**src/rtl/lag_data_ch_capture_ctrl.sv**
```systemverilog
// lag_data_ch_capture_ctrl
//   Takes a single-channel snapshot from the per-channel lag-check stream and
//   presents it as a 32-bit word for the lag-data software register. Software
//   arms a capture through cfg_word. The block waits for the target channel,
//   latches data, status and a sequence count, then holds the word until the
//   arm bit drops. In auto-scan mode the target steps through 0..N_CH-1 on
//   successive arms.
//
// Ports
//   user_clk      : single clock
//   user_rst_n    : asynchronous active-low reset
//   stream_valid  : stream beat qualifier (no backpressure)
//   stream_ch     : channel index of the current beat
//   stream_data   : lag-check data of the current beat
//   cfg_word      : [0] arm, [1] auto_scan, [15:8] manual target channel
//   user_data_out : [31] valid, [30] timeout, [29:24] seq, [23:16] channel,
//                   [15:0] data
//   busy          : high while waiting for the target channel
//
// Parameters
//   N_CH        : channel count (2..256); auto-scan wraps at N_CH-1
//   TIMEOUT_CYC : WAIT cycles without a match before giving up (2..65535)
module lag_data_ch_capture_ctrl #(
  parameter int N_CH        = 256,
  parameter int TIMEOUT_CYC = 4096
) (
  input  logic        user_clk,
  input  logic        user_rst_n,
  input  logic        stream_valid,
  input  logic [7:0]  stream_ch,
  input  logic [15:0] stream_data,
  input  logic [31:0] cfg_word,
  output logic [31:0] user_data_out,
  output logic        busy
);

  localparam logic [7:0]  SCAN_LAST = 8'(N_CH - 1);
  localparam logic [15:0] TMO_LAST  = 16'(TIMEOUT_CYC - 1);

  typedef enum logic [1:0] {S_IDLE, S_WAIT, S_HOLD} state_e;

  state_e      state_q, state_d;
  logic [31:0] cfg_q;
  logic        arm_prev_q;
  logic [7:0]  target_q, target_d;
  logic        auto_q, auto_d;
  logic [15:0] cnt_q, cnt_d;
  logic [7:0]  scan_ptr_q, scan_ptr_d;
  logic [31:0] out_q, out_d;

  logic arm_rise, arm_drop, hit, tmo;

  // Only arm, auto_scan and the target field carry meaning.
  logic unused_cfg;
  assign unused_cfg = ^{cfg_q[31:16], cfg_q[7:2]};

  assign arm_rise = cfg_q[0] & ~arm_prev_q;
  assign arm_drop = ~cfg_q[0];
  assign hit      = stream_valid && (stream_ch == target_q);
  assign tmo      = (cnt_q == TMO_LAST);

  // config sampling + state register
  always_ff @(posedge user_clk or negedge user_rst_n) begin
    if (!user_rst_n) begin
      cfg_q      <= '0;
      arm_prev_q <= 1'b0;
      state_q    <= S_IDLE;
    end else begin
      cfg_q      <= cfg_word;
      arm_prev_q <= cfg_q[0];
      state_q    <= state_d;
    end
  end

  // next-state logic; an arm drop during WAIT aborts even if a beat matches
  always_comb begin
    state_d = state_q;
    case (state_q)
      S_IDLE: if (arm_rise) state_d = S_WAIT;
      S_WAIT: begin
        if (arm_drop)        state_d = S_IDLE;
        else if (hit || tmo) state_d = S_HOLD;
      end
      S_HOLD: if (arm_drop) state_d = S_IDLE;
      default: state_d = S_IDLE;
    endcase
  end

  // output / datapath next-state logic
  always_comb begin
    target_d   = target_q;
    auto_d     = auto_q;
    cnt_d      = cnt_q;
    scan_ptr_d = scan_ptr_q;
    out_d      = out_q;
    case (state_q)
      S_IDLE: begin
        if (arm_rise) begin
          auto_d      = cfg_q[1];
          target_d    = cfg_q[1] ? scan_ptr_q : cfg_q[15:8];
          cnt_d       = '0;
          out_d[31:30] = 2'b00;
        end
      end
      S_WAIT: begin
        if (!arm_drop) begin
          if (hit || tmo) begin
            // a match in the final WAIT cycle wins over the timeout
            out_d[31]    = 1'b1;
            out_d[30]    = ~hit;
            out_d[29:24] = out_q[29:24] + 6'd1;
            out_d[23:16] = target_q;
            if (hit) out_d[15:0] = stream_data;
            if (auto_q)
              scan_ptr_d = (scan_ptr_q == SCAN_LAST) ? 8'd0 : scan_ptr_q + 8'd1;
          end else begin
            cnt_d = cnt_q + 16'd1;
          end
        end
      end
      default: ;
    endcase
  end

  always_ff @(posedge user_clk or negedge user_rst_n) begin
    if (!user_rst_n) begin
      target_q   <= '0;
      auto_q     <= 1'b0;
      cnt_q      <= '0;
      scan_ptr_q <= '0;
      out_q      <= '0;
    end else begin
      target_q   <= target_d;
      auto_q     <= auto_d;
      cnt_q      <= cnt_d;
      scan_ptr_q <= scan_ptr_d;
      out_q      <= out_d;
    end
  end

  assign user_data_out = out_q;
  assign busy          = (state_q == S_WAIT);

endmodule
```
**config.mk**
```make
export PLATFORM = sky130hd
export DESIGN_NAME = lag_data_ch_capture_ctrl
export DESIGN_NICKNAME = d
export VERILOG_FILES = /design/src/rtl/lag_data_ch_capture_ctrl.sv
export SDC_FILE = /design/constraint.sdc
export NUM_CORES = 1
export LEC_CHECK = 0
export ABC_AREA = 1
export CAP_MARGIN = 20
export CORE_UTILIZATION = 50
export DETAILED_ROUTE_END_ITERATION = 8
export GPL_TIMING_DRIVEN = 0
export HOLD_SLACK_MARGIN = 0.15
export PLACE_DENSITY = 0.8
export SLEW_MARGIN = 25
export SYNTH_ARGS = -nofsm -noshare
export SYNTH_HDL_FRONTEND = slang
export SYNTH_SLANG_ARGS = --single-unit
```
**constraint.sdc**
```tcl
create_clock -name user_clk -period 1.9 [get_ports user_clk]
set_clock_uncertainty 0.05 [all_clocks]
set_input_delay 0.38 -clock user_clk [delete_from_list [all_inputs] [get_ports user_clk]]
set_output_delay 0.38 -clock user_clk [all_outputs]
set_load 0.01 [all_outputs]
```
==> images/layers.png <==
Only two layers are drawn.
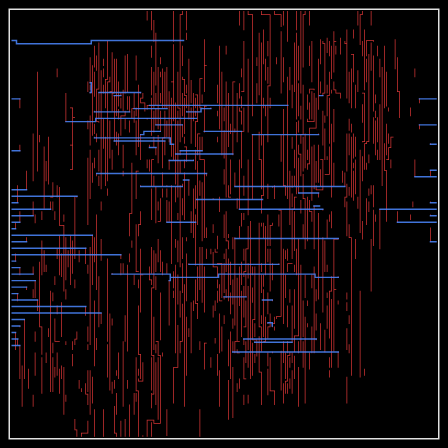
| colour | layer | wire length |
|---|---|---|
| red | M2 | 4370 um |
| blue | M3 | 647 um |

==> images/util_map.png <==
Scale bar: 20 um. The die is cut into 9 by 9 equal tiles; dark purple is low, yellow is high, 0 to 100% covered.
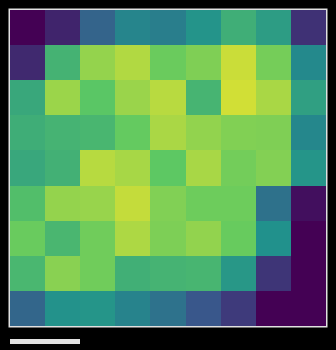
nearly empty tiles: 6.2%
tiles over 75% full: 43%
densest ninth of the die: centre

==> images/route_heat.png <==
The die is cut into 18 by 18 equal tiles; dark purple is low, yellow is high, scaled to the fullest tile. Values are wire area over tile area, all layers added.
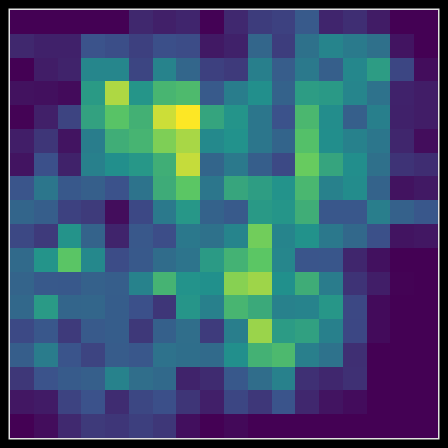
emptiest ninth of the die: south-east
mean over tiles: 0.18
nearly empty tiles: 12%
fullest tile: 0.60

==> images/clock_nets.png <==
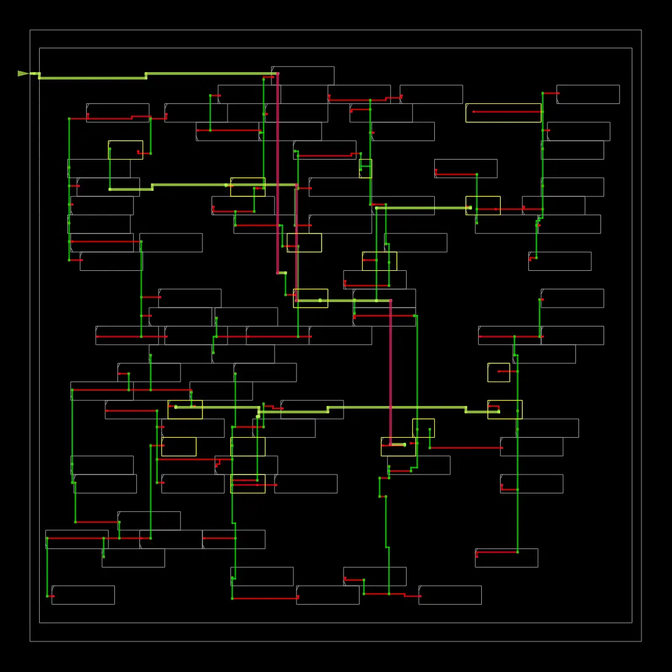
clk_lat worst skew: 350 ps
Clock Power: 1.33 mW
CTS sink count: 78

==> impl_metrics.tcl <==
# collected from the flow reports
set metrics [dict create \
    root_buffer "clkbuf_8" \
    switching_share_pct 26.2 \
    place.gp.congestion 0.890 \
    cts_buffers 9 \
    seq_power_mw 1.80 \
    p_clk_share_pct 36.4 \
    syn_nets 547 \
    min_to "arm_prev_q" \
    slew_violations 0 \
    syn_inst 485 \
    largestPowerGroup "registers" \
    cts_max_path_buffers 2 \
    final_cell_mix "158 x nand2_1, 78 x dfrtp_1, 67 x clkdlybuf4s50_1" \
    met1_usage_pct 31.8 \
    synth_dominant_cell_count "nand2_1" \
    switching_power_mw 0.954 \
    largest_register_ff_count 32 \
    ys_warn_count 0 \
    dieArea_um2 8040 \
    areaGrowthSynthToFinish_pct 29.9 \
    design_area_um2 4990 \
    ys.flops 78 \
    flop_area_um2 1950 \
    synth-seq-area-share_pct 50.8 \
    rows 31 \
    critical-path-max-stage-delay_ps 500 \
    fin_nets 632 \
    worst_pin_slew_ps 464 \
    grt_max_degree 54 \
    gr-usage-met2_pct 40.7 \
    comb_cells 332 \
    drc_errors 0 \
    clkCellAreaFrac_pct 4.36 \
    cp.required_ps 2090 \
    ys_sh_mux_pct 0 \
    drt_first_iter_violations 252 \
    tapCellCount 99 \
    whs_path_depth 0 \
    drv_cap 0 \
    busiest_layer "met2" \
    ys_cells 485 \
    antenna_found_initial 0 \
    cp_data_arrival_time_ps 2060 \
    final_hold_viol_count 0 \
    htree_num_levels 3 \
    final-nonclk-buf-share_pct 17.1 \
    whs_ps 374 \
    r2r-start "cnt_q[0]" \
    topCellsByArea "dfrtp_1 51%, nand2_1 16%, inv_1 5.7%, nand3_1 4.9%, nor2_1 4.7%" \
    post_drt_wl_per_cell_um 13.3 \
    path_depth 13 \
    xor_share_pct 4.10 \
    yosys.stat.chipArea_um2 3840 \
    inv_count 59 \
    reg2reg_depth 9 \
    crit_type "input port to flop" \
    fp_util_pct 52.4 \
    grt_util_met3_pct 7.40 \
    dr.pass1.iters 4 \
    cts_setup_buffers 1 \
    p_seq_share_pct 49.4 \
    via_count 3386 \
    grt_usage_pct 24.6 \
    top_cells_by_count "159 x nand2_1, 78 x dfrtp_1, 58 x inv_1" \
    fin_ws_ps 34.7 \
    grt.overflow.total 0 \
    min_period_ps 1870 \
    routed_wl_mm 8.97 \
    die_x_um 89.7 \
    met2WireLength_mm 4.37 \
    boundaryPins 92 \
    comb_power_share_pct 14.2 \
    yosys.area.top_type_share_pct 50.8 \
    nClkBuffers 12 \
    crit_buf_inv 4 \
    ant_nets 0 \
    place_hpwl_mm 6.25 \
    top_layer "met4" \
    grt_pass1_vias 3278 \
    antenna_cells 0 \
    hold_path_class "flop to flop" \
    fillers 585 \
    status "completed" \
]
Power is estimated from default activity; no workload was simulated.
